`src/rtl/color_pkg.sv`:
```
// Shared types for the dominant-colour path: the 2-bit colour code that the
// HEX display decoder consumes, and the frame-tracking FSM states.
package color_pkg;

  // Colour code carried on the main interface. COLOR_NONE blanks the display.
  typedef enum logic [1:0] {
    COLOR_RED   = 2'd0,
    COLOR_GREEN = 2'd1,
    COLOR_BLUE  = 2'd2,
    COLOR_NONE  = 2'd3
  } color_t;

  // Frame tracking: waiting for sop, counting votes, emitting the decision.
  typedef enum logic [1:0] {
    ST_IDLE   = 2'd0,
    ST_ACCUM  = 2'd1,
    ST_DECIDE = 2'd2
  } state_t;

endpackage

```
`src/rtl/pixel_classifier.sv`:
```
// Combinational per-pixel vote: dark pixels vote none, otherwise the largest
// channel wins with ties resolved red > green > blue.
module pixel_classifier
  import color_pkg::*;
#(
  parameter int PIX_W    = 8,
  parameter int DARK_MIN = 32
) (
  input  logic [PIX_W-1:0] r,
  input  logic [PIX_W-1:0] g,
  input  logic [PIX_W-1:0] b,
  output color_t           color
);

  // One extra bit so a threshold of 2^PIX_W is still representable.
  localparam logic [PIX_W:0] DARK_LIM = DARK_MIN[PIX_W:0];

  logic [PIX_W-1:0] max_ch;

  // Brightest channel, then the ordered vote.
  always_comb begin
    max_ch = r;
    if (g > max_ch) max_ch = g;
    if (b > max_ch) max_ch = b;

    if ({1'b0, max_ch} < DARK_LIM) begin
      color = COLOR_NONE;
    end else if (r >= g && r >= b) begin
      color = COLOR_RED;
    end else if (g >= b) begin
      color = COLOR_GREEN;
    end else begin
      color = COLOR_BLUE;
    end
  end

endmodule

```
`src/rtl/dominant_color_detector.sv`:
```
// Streaming dominant-colour detector. Pixels are voted, counted per class over
// a frame, and at end of frame the winning colour is presented on main with a
// one-cycle main_valid pulse, three edges after the eop pixel is sampled.
//
// Handshake: in_valid qualifies in_sop/in_eop/in_r/in_g/in_b; there is no
// ready, every valid pixel is consumed on the edge it is sampled. main_valid
// is a single-cycle strobe with no ready; main holds its value between strobes.
module dominant_color_detector
  import color_pkg::*;
#(
  parameter int PIX_W    = 8,
  parameter int CNT_W    = 20,
  parameter int DARK_MIN = 32
) (
  input  logic             clk,
  input  logic             reset_n,
  input  logic             in_valid,
  input  logic             in_sop,
  input  logic             in_eop,
  input  logic [PIX_W-1:0] in_r,
  input  logic [PIX_W-1:0] in_g,
  input  logic [PIX_W-1:0] in_b,
  output color_t           main,
  output logic             main_valid,
  output state_t           dbg_state
);

  color_t           vote;
  logic             s1_valid;
  logic             s1_sop;
  logic             s1_eop;
  color_t           s1_color;
  logic [3:0]       s1_hit;

  logic [CNT_W-1:0] cnt_q  [4];
  logic [CNT_W-1:0] cnt_d  [4];
  logic [CNT_W-1:0] snap_q [4];

  state_t           state_q;
  state_t           state_d;
  logic             start;
  logic             count;
  logic             frame_end;

  color_t           win;
  color_t           win_q;
  logic             win_v;

  pixel_classifier #(
    .PIX_W    (PIX_W),
    .DARK_MIN (DARK_MIN)
  ) u_classifier (
    .r     (in_r),
    .g     (in_g),
    .b     (in_b),
    .color (vote)
  );

  assign dbg_state = state_q;

  // Stage 1: register the vote together with its framing flags.
  always_ff @(posedge clk) begin
    if (!reset_n) begin
      s1_valid <= 1'b0;
      s1_sop   <= 1'b0;
      s1_eop   <= 1'b0;
      s1_color <= COLOR_NONE;
    end else begin
      s1_valid <= in_valid;
      s1_sop   <= in_sop;
      s1_eop   <= in_eop;
      s1_color <= vote;
    end
  end

  // Counter update and next state. A valid sop always (re)starts a frame, even
  // while the previous frame is in DECIDE, so back-to-back frames lose nothing.
  always_comb begin
    s1_hit    = 4'd1 << s1_color;
    start     = s1_valid && s1_sop;
    count     = s1_valid && !s1_sop && (state_q == ST_ACCUM);
    frame_end = (start || count) && s1_eop;
    state_d   = state_q;

    for (int i = 0; i < 4; i++) begin
      cnt_d[i] = cnt_q[i];
      if (start) begin
        cnt_d[i] = s1_hit[i] ? CNT_W'(1) : '0;
      end else if (count && s1_hit[i] && (cnt_q[i] != '1)) begin
        cnt_d[i] = cnt_q[i] + CNT_W'(1);
      end
    end

    if (start || count) begin
      state_d = s1_eop ? ST_DECIDE : ST_ACCUM;
    end else if (state_q == ST_DECIDE) begin
      state_d = ST_IDLE;
    end
  end

  // Stage 2: counters, FSM state, and the end-of-frame snapshot that DECIDE
  // compares while the counters are free to start the next frame.
  always_ff @(posedge clk) begin
    if (!reset_n) begin
      state_q <= ST_IDLE;
      for (int i = 0; i < 4; i++) begin
        cnt_q[i]  <= '0;
        snap_q[i] <= '0;
      end
    end else begin
      state_q <= state_d;
      for (int i = 0; i < 4; i++) begin
        cnt_q[i] <= cnt_d[i];
        if (frame_end) snap_q[i] <= cnt_d[i];
      end
    end
  end

  // Decision comparator on the snapshot; the none count never wins, it only
  // matters in that a frame with no coloured votes is reported blank.
  always_comb begin
    if ((snap_q[COLOR_RED] | snap_q[COLOR_GREEN] | snap_q[COLOR_BLUE]) == '0) begin
      win = COLOR_NONE;
    end else if (snap_q[COLOR_RED] >= snap_q[COLOR_GREEN] &&
                 snap_q[COLOR_RED] >= snap_q[COLOR_BLUE]) begin
      win = COLOR_RED;
    end else if (snap_q[COLOR_GREEN] >= snap_q[COLOR_BLUE]) begin
      win = COLOR_GREEN;
    end else begin
      win = COLOR_BLUE;
    end
  end

  // Stage 3a: capture the decision during the DECIDE cycle.
  always_ff @(posedge clk) begin
    if (!reset_n) begin
      win_q <= COLOR_NONE;
      win_v <= 1'b0;
    end else begin
      win_v <= (state_q == ST_DECIDE);
      if (state_q == ST_DECIDE) win_q <= win;
    end
  end

  // Stage 3b: output register; main holds until the next decision.
  always_ff @(posedge clk) begin
    if (!reset_n) begin
      main       <= COLOR_NONE;
      main_valid <= 1'b0;
    end else begin
      main_valid <= win_v;
      if (win_v) main <= win_q;
    end
  end

endmodule

```
`config.mk`:
```
export PLATFORM = sky130hd
export DESIGN_NAME = dominant_color_detector
export DESIGN_NICKNAME = d
export VERILOG_FILES = /design/src/rtl/color_pkg.sv /design/src/rtl/pixel_classifier.sv /design/src/rtl/dominant_color_detector.sv
export SDC_FILE = /design/constraint.sdc
export NUM_CORES = 1
export LEC_CHECK = 0
export CAP_MARGIN = 20
export CELL_PAD_IN_SITES_DETAIL_PLACEMENT = 1
export CELL_PAD_IN_SITES_GLOBAL_PLACEMENT = 1
export CORE_UTILIZATION = 44
export DETAILED_ROUTE_END_ITERATION = 16
export HOLD_SLACK_MARGIN = 0.15
export PLACE_DENSITY_LB_ADDON = 0.3
export SYNTH_ARGS = -nofsm -noshare
export SYNTH_HDL_FRONTEND = slang
export SYNTH_HIERARCHICAL = 1
export SYNTH_SLANG_ARGS = --single-unit
export TNS_END_PERCENT = 50
```
`constraint.sdc`:
```
create_clock -name clk -period 2.9 [get_ports clk]
set_input_delay 0.435 -clock clk [delete_from_list [all_inputs] [get_ports clk]]
set_output_delay 0.435 -clock clk [all_outputs]
set_load 0.03 [all_outputs]
```
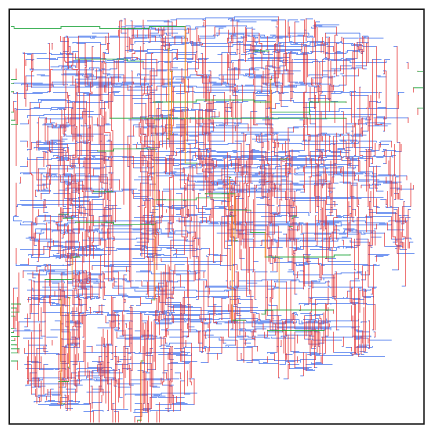
(run_1/wires.png)
Drawn at 3 px/um.
layer	color	wire length
metal 2	red	10400 um
metal 1	blue	9330 um
metal 4	orange	345 um
metal 3	green	489 um

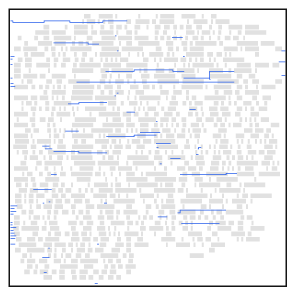
(run_1/layer_met3.png)
Drawn at 2 px/um. Cells faint in the background.
longest straight run	78.7 um
main direction	horizontal
share of all routed wire	2.4%

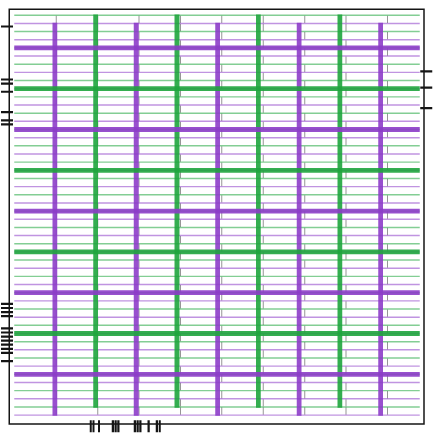
(run_1/power_grid.png)
Drawn at 3 px/um. Pins as bars on the die edge. Tap cells in gray.
net	color
VDD	green
VSS	purple
met1 rails	50
met4 straps	9
met5 straps	9
signal pins	34

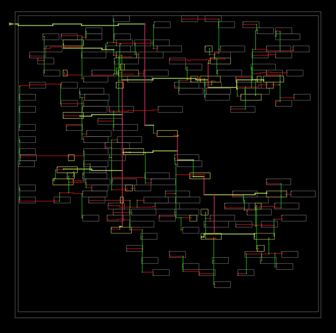
(run_1/clocks.png)
Flops: 133
CTS Buf Count: 17
Clock Power: 1.96 mW
clk sinks: 133
Worst-Skew Late Latency: 0.43 ns

==> impl_metrics.json, run 1 <==
{
  "n_antenna_cell": 0,
  "top_cells_by_area": "edfxtp_1 (22%), dfxtp_1 (18%), ha_1 (18%)",
  "clkTransAtPathRegs_ns": 0.06,
  "grtUsageTotal_pct": 23.4,
  "grt_overflow_total": 0,
  "async_reset_ff_share_pct": 0,
  "final_util_pct": 53.0,
  "p_int_mw": 3.37,
  "fp_nets": 988,
  "hold_violations": 0,
  "p_switching_mw": 1.22,
  "worstSetupEndpointType": "register",
  "whs_ns": 0.480,
  "p_total_mw": 4.59,
  "swShare_pct": 26.6,
  "vias": 6352,
  "r2r.worst_path.cells": 9,
  "critPathRequiredTime_ns": 3.22,
  "endpoint": "s1_color[0]$_SDFF_PN1_",
  "maxCapViolCount": 0,
  "place_congestion": 0.816,
  "grt_start_max_net_pins": 59,
  "syn_to_final_growth_pct": 17.9,
  "hp-class": "register to register",
  "synthAdderAreaFrac_pct": 17.7,
  "cp_num_cells": 15,
  "ys_top_cells_by_count": "nor2_1 (139), ha_1 (115), inv_1 (84), dfxtp_1 (73), edfxtp_1 (60)",
  "cts_root_buf": "clkbuf_16",
  "syn_inst": 844,
  "ys_cells": 844,
  "synthDominantCellAreaShare_pct": 22.2,
  "warnings": 47,
  "critPathLaunch": "in_r[1]",
  "met1_usage_pct": 28.4,
  "final_net_count": 1060,
  "worst_slew_pin_slew_ns": 1.07,
  "worstHoldPathCells": 2,
  "arrival_ns": 3.09,
  "worstHoldStart": "main[0]$_SDFFE_PN1P_",
  "p_clk_share_pct": 42.7,
  "max_stage_delay_ns": 0.33,
  "ys_sh_simple_pct": 20.6,
  "r2r-end": "win_q[0]$_SDFFE_PN1P_",
  "placed_cells": 1117,
  "hpwl_um": 15400,
  "core_mm2": 0.0180,
  "critPathTopFamily": "AND-OR/OR-AND gates",
  "top_layer": "met4",
  "vdd_ir_drop_max_mv": 0.411,
  "busiest_layer": "met2",
  "yosys_area_mm2": 0.00811,
  "layout.cells.most_common": "nor2_1",
  "numSynthFlops": 133,
  "grt_use_met2_pct": 41.3,
  "wl_per_cell_um": 17.7,
  "fmax_ghz": 0.361,
  "pwr-share-comb_pct": 12.2,
  "lay_top_cells": "nor2_1 (139), ha_1 (108), inv_1 (78), dfxtp_1 (73), edfxtp_1 (60)",
  "largestRegisters": "cnt_q: 60 flops, snap_q: 60 flops",
  "yosysWarnings": 6,
  "antenna_left": 0,
  "hold_end": "main[0]$_SDFFE_PN1P_",
  "hold_buffers": 0,
  "period_needed_ns": 2.77,
  "initCoreUtil_pct": 45.0,
  "viasPerCell": 5.49,
  "r2r-start": "snap_q[0][2]$_SDFFCE_PN0P_",
  "met1_length_um": 9330,
  "yosysUniqueCellTypes": 67,
  "grt_pass1_vias": 6728,
  "status": "finished clean",
  "path_cells": "dlygate4sd2_1 > ha_4 > nor2b_4 > o211ai_2 > a21oi_4 > nor2_8 > mux2i_1 > ha_1 > nor2b_1 > o211ai_1 > a21oi_1 > o32a_1 > nand4_1 > o221ai_1 > nand2b_1",
  "rsz0062_at_grt": "yes",
  "skew_ns": 0.00831,
  "critPathLaunchType": "primary input",
  "row_count": 49,
  "drv_slew": 0,
  "most_common_cell": "nor2_1",
  "rrSetupSlack_ns": 0.42,
  "tritoncts": "built",
  "mux_share_pct": 1.60,
  "post_dp_cell_area_mm2": 0.00886,
  "antenna_found_initial": 0,
  "synthFlopType": "dfxtp_1",
  "fin_area_mm2": 0.00956,
  "met2_length_um": 10400,
  "drtIter0Drc": 287,
  "crit_type": "primary input to register",
  "ys_top_logic_family": "simple AND/OR/NAND/NOR gates",
  "fin_crit_sh_pct": 95.6,
  "cp_max_fo": 5,
  "h-tree-depth": 4,
  "die_y_um": 138,
  "met3_length_um": 488,
  "drc": 0,
  "edf_count": 60,
  "powerDensity_mw_per_mm2": 480,
  "p_leak_nw": 3.96,
  "drive_gt1_share_pct": 11.1,
  "cp_slowest_cell": "o32a_1",
  "setup-tns-final_ns": 0,
  "ys_seq_share_pct": 40.2,
  "p_seq_share_pct": 45.1,
  "syn_area_mm2": 0.00811,
  "netlist.top_cell.by_area": "edfxtp_1",
  "max-slew-margin-rel_pct": 28.7,
  "setup_viol_count_final": 0,
  "ys_sh_xor_pct": 5.94,
  "grt_pass1_wl_um": 33300,
  "chip_area_mm2": 0.0190,
  "cts.path.max_buffers": 2,
  "routed_wl_um": 20500,
  "use_met3_pct": 5.19,
  "avgSynthCellArea_um2": 9.61,
  "pre_cts_slack_ns": -0.631,
  "firstDrtPassIters": 4,
  "layout_setup_ws_ns": 0.127,
  "fin_cells": 1158,
  "port_buffers": 33
}
==> run 1: power groups by stage <==
stage	combinational [mW]	sequential (mW)	clock [mW]
5_1_grt	0.636	2.07	2.07
2_1_floorplan	0.333	2.08	0
3_5_place_dp	0.524	2.11	0
4_1_cts	0.546	2.07	1.99
3_3_place_gp	0.501	2.11	0
6_report	0.561	2.07	1.96
==> run 1: cell type report <==
cell class,instances,area (um2)
fill,2050,8470
multi-input combinational,612,4570
sequential,133,3260
timing repair buffer,68,583
clock buffer,18,429
inverter,84,315
tap,229,287
clock inverter,14,109
==> run 1: what timing repair did <==
action / 4_1_cts / 5_1_grt
buffers inserted: 7 / 2
gates resized: 32 / 6
pin swaps: 12 / 6
endpoints found under the setup margin: 2 / 2
--- run 2 (diff from run 1) ---
CORE_UTILIZATION = 35   (was 44)
==> run 2 against run 1 <==
Non-clock buffer count rose by 4. Area after synthesis did not move. Sequential share of layout area fell by 0.69 points. Largest cell class unchanged.
==> impl_metrics.json, run 2 <==
{
  "status": "finished clean",
  "final_net_count": 1064,
  "fmax_ghz": 0.366,
  "drtIter0Drc": 209,
  "maxCapViolCount": 0,
  "worstHoldStart": "main[1]$_SDFFE_PN1P_",
  "worstHoldPathCells": 2,
  "drc": 0,
  "hold_end": "main[1]$_SDFFE_PN1P_",
  "avgSynthCellArea_um2": 9.61,
  "clkTransAtPathRegs_ns": 0.06,
  "tritoncts": "built",
  "fp_nets": 988,
  "seq_power_mw": 2.06,
  "nonClockInverterCount": 84,
  "cp_num_cells": 16,
  "hpwl_um": 15900,
  "max-slew-margin-rel_pct": 52.9,
  "edf_count": 60,
  "logic_gate_count": 612,
  "layout_setup_ws_ns": 0.166,
  "busiest_layer": "met2",
  "ctsResizeCount": 31,
  "final_util_pct": 43.0,
  "ys_top_cells_by_count": "nor2_1 (139), ha_1 (115), inv_1 (84), dfxtp_1 (73), edfxtp_1 (60)",
  "r2r.worst_path.cells": 9,
  "p_clk_mw": 2.30,
  "p_total_mw": 4.93,
  "vdd_ir_drop_max_mv": 0.409,
  "grtUsageTotal_pct": 18.4,
  "wl_per_cell_um": 16.9,
  "ys_cells": 844,
  "synthAdderAreaFrac_pct": 17.7,
  "grt_use_met2_pct": 31.7,
  "period_needed_ns": 2.73,
  "drv_slew": 0,
  "pwr-share-comb_pct": 11.5,
  "yosysWarnings": 6,
  "met3_length_um": 429,
  "grt_pass1_vias": 6546,
  "powerDensity_mw_per_mm2": 505,
  "p_int_mw": 3.73,
  "grt_pass1_wl_um": 34000,
  "top_cells_by_area": "edfxtp_1 (22%), dfxtp_1 (18%), ha_1 (18%)",
  "met1_usage_pct": 23.8,
  "yosys_area_mm2": 0.00811,
  "yosysUniqueCellTypes": 67,
  "use_met3_pct": 3.14,
  "numSynthFlops": 133,
  "endpoint": "s1_color[0]$_SDFF_PN1_",
  "async_reset_ff_share_pct": 0,
  "swShare_pct": 24.4,
  "crit_type": "primary input to register",
  "mux_share_pct": 1.60,
  "grt_overflow_total": 0,
  "layout.cells.most_common": "nor2_1",
  "syn_to_final_growth_pct": 20.3,
  "rrSetupSlack_ns": 0.31,
  "h-tree-depth": 4,
  "met1_length_um": 9880,
  "post-cts-setup-buffers": 9,
  "p_switching_mw": 1.20,
  "antenna_left": 0,
  "nClkBuffers": 18,
  "synthDominantCellAreaShare_pct": 22.2,
  "critPathLaunchType": "primary input",
  "setup_viol_count_final": 0,
  "ys_top_logic_family": "simple AND/OR/NAND/NOR gates",
  "fin_crit_sh_pct": 94.3,
  "synthFlopType": "dfxtp_1",
  "clk_share_pct": 6.41,
  "seq_share_pct": 33.5,
  "sh_comb_area_pct": 46.7,
  "clock-sinks": 133,
  "arrival_ns": 3.05,
  "r2r-start": "snap_q[0][22]$_SDFFCE_PN0P_",
  "lay_top_cells": "nor2_1 (139), ha_1 (109), inv_1 (80), dfxtp_1 (73), edfxtp_1 (60)",
  "syn_area_mm2": 0.00811,
  "core_mm2": 0.0227,
  "place_congestion": 0.798,
  "whs_ns": 0.473,
  "port_buffers": 33,
  "n_antenna_cell": 0,
  "netlist.top_cell.by_area": "edfxtp_1",
  "critPathRequiredTime_ns": 3.21,
  "critPathTopFamily": "AND-OR/OR-AND gates",
  "die_y_um": 154,
  "firstDrtPassIters": 4,
  "hp-class": "register to register",
  "path_cells": "clkdlybuf4s15_1 > inv_1 > ha_1 > nor2b_4 > o211ai_2 > a21oi_4 > nor2_8 > mux2i_1 > ha_1 > nor2b_1 > o211ai_1 > a21oi_1 > o32a_1 > nand4_1 > o221ai_1 > nand2b_1",
  "p_seq_share_pct": 41.9,
  "met2_length_um": 10000,
  "grt_start_max_net_pins": 59,
  "top_power_group": "the clock network",
  "row_count": 55,
  "worst_skew_pair.late_latency_ns": 0.42,
  "hold_buffers": 0,
  "worst_slew_pin_slew_ns": 0.701,
  "largestRegisters": "cnt_q: 60 flops, snap_q: 60 flops",
  "antenna_found_initial": 0,
  "pre_cts_slack_ns": -0.643,
  "p_leak_nw": 4.03,
  "buf_share_pct": 6.50,
  "cts_buffers": 17,
  "comb_area_mm2": 0.00456,
  "ys_seq_share_pct": 40.2,
  "ys_sh_xor_pct": 5.94,
  "max_stage_delay_ns": 0.33,
  "vias": 6221,
  "p_clk_share_pct": 46.6,
  "initCoreUtil_pct": 35.7,
  "routed_wl_um": 20600,
  "cp_max_fo": 5
}
run 2: cell types whose count changed in the layout (fill, tap and decap cells not counted), moves of 2 or more:
cell / previous run / this run
buf_12: 0 / 2
buf_4: 34 / 36
bufinv_16: 0 / 4
clkdlybuf4s15_1: 0 / 2
clkinv_2: 3 / 1
clkinv_4: 8 / 2
clkinvlp_4: 2 / 0
inv_1: 78 / 80
inv_2: 6 / 4
inv_6: 1 / 5
run 2: through the flow:
step           setup TNS, ns  cell area, um2  std cells
4_1_cts                    0            9710       1215
3_5_place_dp           -1.25            8950       1174
6_report                   0            9750       1218
5_1_grt            -0.000975            9750       1218
3_3_place_gp           -1.02            8950       1174
2_1_floorplan              0            8110        844
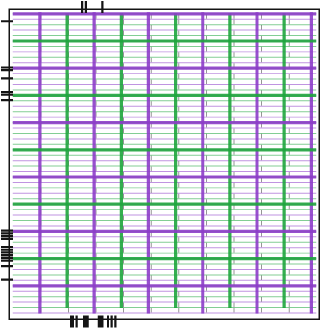
(run_2/power_grid.png)
Drawn at 2 px/um. Pins as bars on the die edge. Tap cells in gray.
net	color
VSS	purple
VDD	green
rows	55
signal pins	34
met5 straps	11
met1 rails	56
tap cells	285

--- run 3 (diff from run 2) ---
clock period = 3.4 ns   (was 2.9 ns; I/O delays follow)
==> run 3 against run 2 <==
Non-clock buffer count fell by 14. Area after synthesis unchanged. Largest cell class unchanged. Sequential power shrank 15%. Synthesized cell count unchanged.
==> impl_metrics.json, run 3 <==
{
  "worstHoldStart": "main[1]$_SDFFE_PN1P_",
  "layout.cells.most_common": "nor2_1",
  "final_net_count": 1050,
  "avgSynthCellArea_um2": 9.61,
  "whs_ns": 0.476,
  "critPathLaunchType": "primary input",
  "synthFlopType": "dfxtp_1",
  "ys_top_cells_by_count": "nor2_1 (139), ha_1 (115), inv_1 (84), dfxtp_1 (73), edfxtp_1 (60)",
  "antenna_found_initial": 0,
  "post-cts-setup-buffers": 0,
  "setup-tns-final_ns": 0,
  "die_y_um": 154,
  "drtIter0Drc": 264,
  "worstSetupEndpointType": "register",
  "viasPerCell": 5.15,
  "worst_skew_pair.late_latency_ns": 0.43,
  "antenna_left": 0,
  "cp_slowest_cell": "clkdlybuf4s50_1",
  "swShare_pct": 26.0,
  "firstDrtPassIters": 4,
  "clock-sinks": 133,
  "endpoint": "s1_color[0]$_SDFF_PN1_",
  "period_needed_ns": 3.12,
  "syn_to_final_growth_pct": 17.6,
  "syn_inst": 844,
  "rsz0062_at_grt": "no",
  "vias": 6201,
  "p_seq_share_pct": 43.3,
  "ys_seq_share_pct": 40.2,
  "most_common_cell": "nor2_1",
  "initCoreUtil_pct": 35.7,
  "routed_wl_um": 20300,
  "cts_root_buf": "clkbuf_16",
  "max-slew-margin-rel_pct": 45.6,
  "top_power_group": "the clock network",
  "pwr-share-comb_pct": 11.1,
  "r2r-end": "win_q[0]$_SDFFE_PN1P_",
  "worstHoldPathCells": 2,
  "critPathRequiredTime_ns": 3.71,
  "p_total_mw": 4.07,
  "ys_sh_xor_pct": 5.94,
  "r2r.worst_path.cells": 8,
  "clkTransAtPathRegs_ns": 0.07,
  "port_buffers": 33,
  "arrival_ns": 3.44,
  "pre_cts_slack_ns": -0.183,
  "numSynthFlops": 133,
  "r2r-start": "snap_q[0][22]$_SDFFCE_PN0P_",
  "critPathLaunch": "in_g[1]",
  "synthAdderAreaFrac_pct": 17.7,
  "yosysUniqueCellTypes": 67,
  "drv_slew": 0,
  "synthDominantCellAreaShare_pct": 22.2,
  "lay_top_cells": "nor2_1 (139), ha_1 (115), inv_1 (84), dfxtp_1 (73), edfxtp_1 (60)",
  "h-tree-depth": 4,
  "cts.path.max_buffers": 2,
  "top_cells_by_area": "edfxtp_1 (22%), dfxtp_1 (18%), ha_1 (18%)",
  "p_int_mw": 3.01,
  "drive_gt1_share_pct": 8.16,
  "hold_violations": 0,
  "comb_area_mm2": 0.00447,
  "wl_per_cell_um": 16.9,
  "edf_count": 60,
  "yosys_area_mm2": 0.00811,
  "fin_area_mm2": 0.00953,
  "netlist.top_cell.by_area": "edfxtp_1",
  "final_util_pct": 42.0,
  "grtUsageTotal_pct": 18.2,
  "p_switching_mw": 1.06,
  "cp_num_cells": 16,
  "num-fill-cells": 2606,
  "max_stage_delay_ns": 0.48,
  "hold_end": "main[1]$_SDFFE_PN1P_",
  "async_reset_ff_share_pct": 0,
  "status": "finished clean",
  "seq_area_mm2": 0.00326,
  "ys_cells": 844,
  "grt_overflow_total": 0,
  "hold_buffers": 0,
  "path_cells": "clkdlybuf4s50_1 > inv_1 > ha_1 > nor2b_1 > o211ai_2 > a21oi_4 > nor2_8 > mux2i_1 > ha_1 > nor2b_1 > o211ai_1 > a21oi_1 > o32a_1 > nand4_1 > o221ai_1 > nand2b_1",
  "grt_pass1_vias": 6522,
  "cts_buffers": 17,
  "yosysWarnings": 6,
  "fin_crit_sh_pct": 91.9,
  "maxCapViolCount": 0,
  "vdd_ir_drop_max_mv": 0.349,
  "worst_slew_pin_slew_ns": 0.795,
  "syn_area_mm2": 0.00811,
  "grt_start_max_net_pins": 59,
  "ctsResizeCount": 0
}
[run 3: layer usage]
| metal | routed length [um] | part of all wire (%) | global-route usage (%) | vias up |
|---|---|---|---|---|
| li1 | - | - | - | 3124 |
| met1 | 9840 | 48 | 23.7 | 2993 |
| met2 | 9730 | 48 | 30.8 | 64 |
| met3 | 429 | 2.1 | 3.17 | 20 |
| met4 | 315 | 1.6 | 5.62 | 0 |
| met5 | 0 | 0 | 0 | - |
[run 3: final cells by class]
type | instances | share of cell area [%]
flip-flops and latches | 133 | 34.2
repair buffers | 58 | 5.57
well taps | 285 | 3.74
multi-input cells | 612 | 46.9
clock inverters | 13 | 1.38
clock buffers | 19 | 4.87
inverters | 84 | 3.31
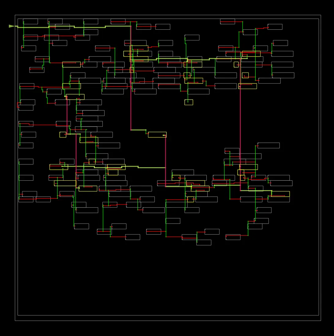
(run_3/clocks.png)
Clock Power: 1.86 mW
worst clock skew: 0.0107 ns
clock buf count: 19

No activity file was given, so power comes from the tool's default toggle rates.
